==> config.mk <==
export PLATFORM = sky130hd
export DESIGN_NAME = y86_alu_wrapper
export DESIGN_NICKNAME = d
export VERILOG_FILES = /design/src/rtl/alu_pkg.sv /design/src/rtl/alu_core.sv /design/src/rtl/y86_alu_wrapper.sv
export SDC_FILE = /design/constraint.sdc
export NUM_CORES = 1
export LEC_CHECK = 0
export ABC_AREA = 1
export ABC_CLOCK_PERIOD_IN_PS = 900
export CAP_MARGIN = 20
export CELL_PAD_IN_SITES_DETAIL_PLACEMENT = 0
export CELL_PAD_IN_SITES_GLOBAL_PLACEMENT = 2
export CORE_UTILIZATION = 29
export CTS_BUF_LIST = sky130_fd_sc_hd__clkbuf_8
export CTS_CLUSTER_SIZE = 16
export DETAILED_ROUTE_END_ITERATION = 8
export PLACE_DENSITY = 0.95
export SLEW_MARGIN = 20
export SYNTH_ARGS = -nofsm -noshare
export SYNTH_HDL_FRONTEND = slang
export SYNTH_SLANG_ARGS = --single-unit
==> constraint.sdc <==
create_clock -name clk -period 0.9 [get_ports clk]
set_input_delay 0.225 -clock clk [delete_from_list [all_inputs] [get_ports clk]]
set_output_delay 0.225 -clock clk [all_outputs]
set_load 0.005 [all_outputs]
==> src/rtl/alu_pkg.sv <==
// rtl/alu_pkg.sv - shared ALU function encodings for the Y86-64 execute stage
package alu_pkg;

  localparam logic [1:0] ALU_ADD = 2'd0;
  localparam logic [1:0] ALU_SUB = 2'd1;
  localparam logic [1:0] ALU_AND = 2'd2;
  localparam logic [1:0] ALU_XOR = 2'd3;

  typedef enum logic [1:0] {
    FUN_ADD = ALU_ADD,
    FUN_SUB = ALU_SUB,
    FUN_AND = ALU_AND,
    FUN_XOR = ALU_XOR
  } alu_fun_t;

endpackage

==> src/rtl/alu_core.sv <==
// rtl/alu_core.sv - combinational add/sub/and/xor with signed overflow
module alu_core
  import alu_pkg::*;
#(
  parameter int WIDTH = 64
) (
  input  logic [WIDTH-1:0] a,
  input  logic [WIDTH-1:0] b,
  input  logic [1:0]       fun,
  output logic [WIDTH-1:0] result,
  output logic             of
);

  localparam int MSB = WIDTH - 1;

  alu_fun_t funSel;
  assign funSel = alu_fun_t'(fun);

  // Select the operation; sub is b - a (Y86 rB - rA), carry out of the MSB is dropped.
  always_comb begin
    result = '0;
    of     = 1'b0;
    case (funSel)
      FUN_ADD: begin
        result = a + b;
        of     = (a[MSB] == b[MSB]) && (result[MSB] != a[MSB]);
      end
      FUN_SUB: begin
        result = b - a;
        of     = (a[MSB] != b[MSB]) && (result[MSB] != b[MSB]);
      end
      FUN_AND: result = a & b;
      FUN_XOR: result = a ^ b;
      default: begin
        result = '0;
        of     = 1'b0;
      end
    endcase
  end

endmodule

==> src/rtl/y86_alu_wrapper.sv <==
// rtl/y86_alu_wrapper.sv - registered Y86-64 ALU; ALU_FLAGS_EN adds registered zf/sf
module y86_alu_wrapper
  import alu_pkg::*;
#(
  parameter int WIDTH = 64
) (
  input  logic             clk,
  input  logic             rst_n,
  input  logic             in_valid,
  input  logic [1:0]       fun,
  input  logic [WIDTH-1:0] a,
  input  logic [WIDTH-1:0] b,
  output logic             out_valid,
  output logic [WIDTH-1:0] out,
  output logic             of
`ifdef ALU_FLAGS_EN
  ,
  output logic             zf,
  output logic             sf
`endif
);

  logic [WIDTH-1:0] coreResult;
  logic             coreOf;

  alu_core #(
    .WIDTH (WIDTH)
  ) uCore (
    .a      (a),
    .b      (b),
    .fun    (fun),
    .result (coreResult),
    .of     (coreOf)
  );

  // Output register: capture a new result on in_valid, otherwise hold it and drop out_valid.
  always_ff @(posedge clk or negedge rst_n) begin
    if (!rst_n) begin
      out_valid <= 1'b0;
      out       <= '0;
      of        <= 1'b0;
    end else begin
      out_valid <= in_valid;
      if (in_valid) begin
        out <= coreResult;
        of  <= coreOf;
      end
    end
  end

`ifdef ALU_FLAGS_EN
  // Zero/sign flags derived from the same result and registered with identical timing.
  always_ff @(posedge clk or negedge rst_n) begin
    if (!rst_n) begin
      zf <= 1'b0;
      sf <= 1'b0;
    end else if (in_valid) begin
      zf <= (coreResult == '0);
      sf <= coreResult[WIDTH-1];
    end
  end
`endif

endmodule

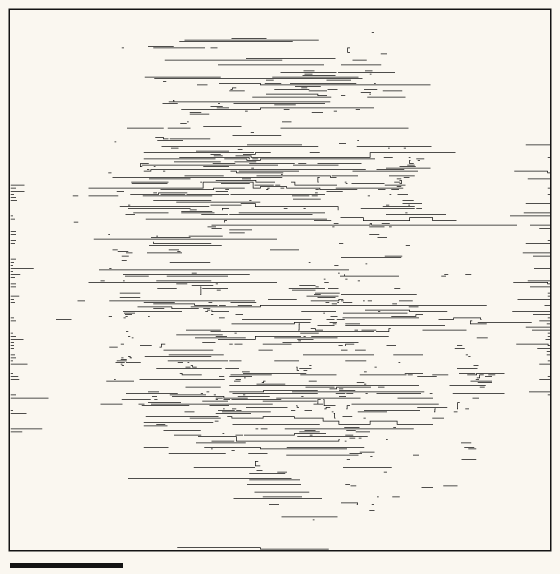
**Above:** signal wires on met3.
Bar = 50 um.
The layer carries 8400 um of wire. 516 nets have wire on it. The longest straight run is 110 um. The wires run mostly horizontal.
via count: 24400
final WL: 92500 um
met3 Usage GRT: 0.0588

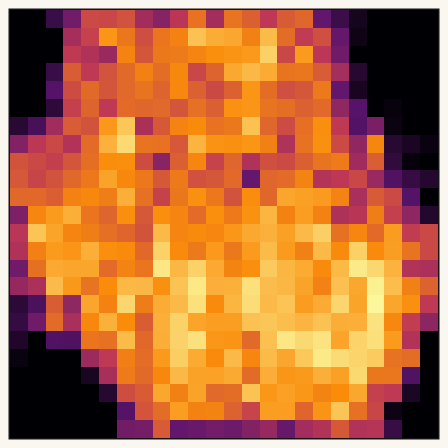
**Above:** local utilization.
The die is cut into 24 by 24 equal tiles; black is low, pale yellow is high, 0 to 100% covered.
The emptiest ninth of the die: top right. The mean over all tiles is 56%. 13% of the tiles are nearly empty. 31% of the tiles are over 75% full. The fullest tile reaches 98%.
floorplan utilization: 0.293
Finished Core Util: 0.589
Core Region: 0.0551 mm2

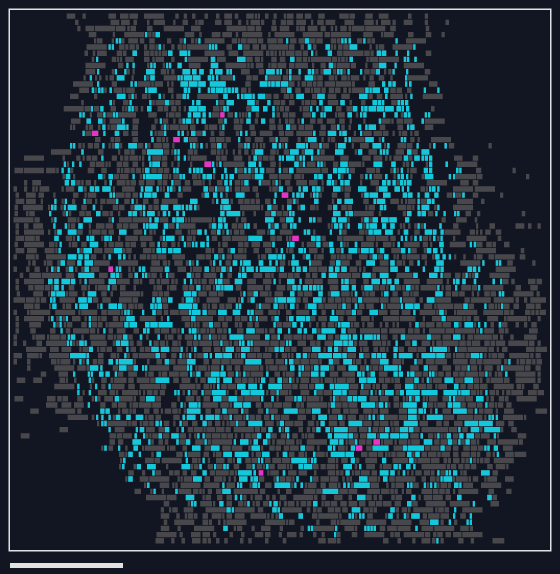
**Above:** gate families picked out.
Bar = 50 um.
Cyan stands for NAND gates, cells 1438, most used nand2_1. Magenta stands for AND and OR gates, cells 10, most used and2_4.
Comb area share: 0.527
count of non-filler cells in the finished layout: 4952
Commonest Layout Cell: nand2_1

==> impl_metrics.toml <==
# flow metrics
[min_path]
min_from = "in_valid"
hold_end = "out_valid$_DFF_PN0_"
hold_depth = 1
hold_path_class = "input port to flop"

[setup_path]
r2r_slack_ns = -0.07
crit_arrival_ns = 2.27
r2r-end = "out[31]$_DFFE_PN0P_"
timing.critical_path.buf_inv = 4
cp_slowest_cell = "ha_4"
crit_top_cell = "nand2_2"
reg2reg_depth = 5
rr_startpoint = "out[31]$_DFFE_PN0P_"
critPathTopFamily = "simple AND/OR/NAND/NOR gates"
critPathKind = "input port to flop"
slowest_delay_ns = 0.27
cp_max_fo = 4
endpoint_kind = "flop"
crit_chain = "buf_8, clkinvlp_4, buf_6, ha_4, buf_6, nand2_4, nor2_4, nand2_2, nand3_4, nand3_2, nand2_2, nand2_2, nand2_4, a21oi_2, o21ai_1, nand3_1, nor2_2, nor2_1"
cp-start-kind = "input port"

[logic_synthesis]
edf_count = 0
synthCells = 3164
synth_area_per_cell_um2 = 5.10
synthArstFlopShare = 1.00
ys_ff = 66
ys.flop_type = "dfrtp_1"
yosysWarnings = 0
syn_nets = 3426

[pwr]
power.density_mw_per_mm2 = 916
static-leakage-power_nw = 17.5

[clock_tree]
insertion_delay_ns = 0.43
cts_tree = "done"
numClockSinks = 66

[outcome]
status = "finished, violations left"
failed_checks = "setup timing"

[finish]
final_nets = 4460
drive_gt1_frac = 0.571
area_growth_pct = 101

[sta]
setup_viol = 131
rsz0062_at_grt = "yes"
hold_viol_final = 0
period_used_share = 2.15
setup_ws_ns = -1.03
fmax_ghz = 0.518
fin_worst_skew_ns = 0
final.min_clock_period_ns = 1.93
worst_pin_slew_ns = 0.580

[placement]
dpl.cell_count = 4740
dpl.hpwl_um = 72900
routabilityCongestion = 1.02

[detailed_routing]
drc = 0
dr.pass1.iters = 6
vias_per_cell = 4.93
wire_per_inst_um = 18.7

[grt]
grt_max_degree = 51
grt_usage = 0.313
grt_overflow_total = 0
grt_pass1_wl_um = 134000
grt_pass1_vias = 23200
grt_most_used_layer = "met2"

[floorplanning]
rows = 86
dieArea_mm2 = 0.0566

[flow_run]
warning_count = 92
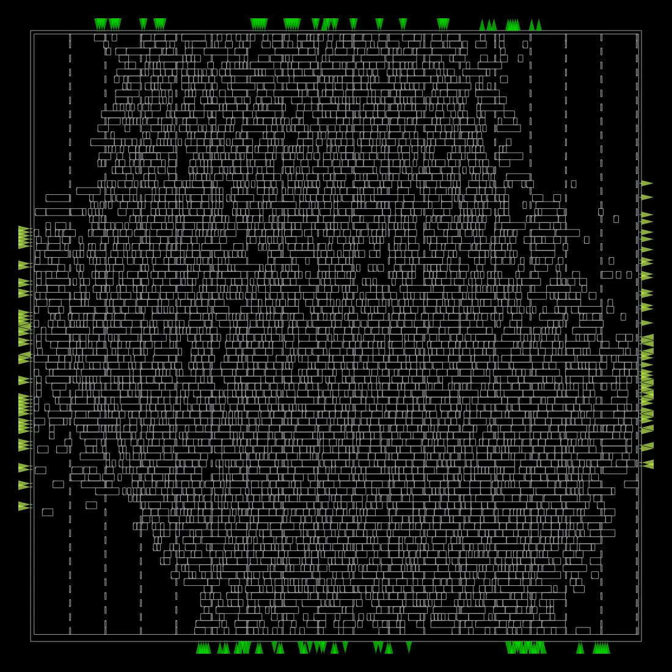
**Above:** cell outlines without signal wires.
tapcell count: 748
filler instances: 5115
Seq/total area: 0.0511
FF+latch count: 66

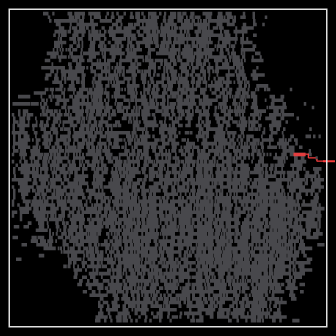
**Above:** wires at chosen ports, followed through buffers.
Red stands for `of`, direction output, end cells 1, buffers 1, wire 18.7 um.
I/O Buffers: 198
Top Ports: 199

flip-flops by register name (all words and copies together) (netlist names):
signal,cells
out,64
out_valid,1
of,1
synth_stat cells (17+ instances only):
| cell | instances | area share |
|---|---|---|
| a21oi_1 | 150 | 0.046 |
| buf_2 | 27 | 0.0084 |
| buf_4 | 37 | 0.017 |
| clkbuf_1 | 23 | 0.0053 |
| dfrtp_1 | 66 | 0.10 |
| ha_1 | 127 | 0.098 |
| inv_1 | 670 | 0.16 |
| inv_2 | 34 | 0.0079 |
| nand2_1 | 1145 | 0.27 |
| nand2_2 | 42 | 0.016 |
| nand3_1 | 196 | 0.061 |
| nand3_2 | 17 | 0.011 |
| nand4_1 | 22 | 0.0085 |
| nor2_1 | 279 | 0.065 |
| nor2_2 | 37 | 0.014 |
| nor3_1 | 23 | 0.0071 |
| o21ai_0 | 106 | 0.033 |
| o21bai_1 | 20 | 0.0093 |
| o22ai_1 | 39 | 0.015 |
power by group:
group	leakage, nW	switching [mW]	internal [mW]	total (mW)
sequential	0.794	0.378	3.42	3.80
combinational	16.6	12.0	10.2	22.2
clock	0.119	1.78	1.92	3.70
total	17.5	14.2	15.6	29.7
stage by stage:
step / TNS [ns] / setup slack (ns) / cell area, um2
after floorplan: -50.39 / -0.937 / 17800
after global placement: -132.78 / -2.21 / 25800
after detailed placement: -134.25 / -2.24 / 25800
after CTS: -78.01 / -1.08 / 30300
after global routing: -81.78 / -1.07 / 32400
final: -75.60 / -1.03 / 32400
how the worst max path moves through the flow:
| stage | from | endpoint | slack [ns] | cells past startpoint |
|---|---|---|---|---|
| 6_report | a[1] | out[29]$_DFFE_PN0P_ | -1.03 | 18 |
| 2_1_floorplan | b[0] | out[46]$_DFFE_PN0P_ | -0.94 | 18 |
| 4_1_cts | b[0] | out[62]$_DFFE_PN0P_ | -1.08 | 22 |
| 5_1_grt | a[1] | out[29]$_DFFE_PN0P_ | -1.07 | 18 |
| 3_5_place_dp | a[1] | out[48]$_DFFE_PN0P_ | -2.24 | 15 |
| 3_3_place_gp | b[0] | out[48]$_DFFE_PN0P_ | -2.21 | 18 |
metal layers:
layer,vias to the layer above,routed length (um),part of all wire
met2,1127,40700,0.44
met3,216,8400,0.091
met4,0,4030,0.044
met5,-,0,0
li1,11700,-,-
met1,11400,39400,0.43
timing repair:
item | 4_1_cts | 5_1_grt
setup buffers | 143 | 74
endpoints found under the setup margin | 131 | 131
pin swaps | 509 | 408
gates cloned | 1 | 0
hold buffers | 1 | 0
endpoints found under the hold margin | 66 | 0
resized | 1716 | 535
cells by family after synthesis:
kind of cell,share of synthesized area
compound gates,0.123
xor+xnor,0.00271
fa+ha+maj,0.101
buf+inv,0.201
flops,0.102
simple gates,0.471
cell type report:
class	instances	area, um2	share of cell area
multi-input combinational	2294	17100	0.527
timing repair buffer	1117	9690	0.299
inverter	710	2810	0.0866
sequential	66	1660	0.0511
tap	748	936	0.0289
clock buffer	10	138	0.00424
clock inverter	6	114	0.00351
antenna	1	2.50	0.0000771
No activity file was given, so power comes from the tool's default toggle rates.
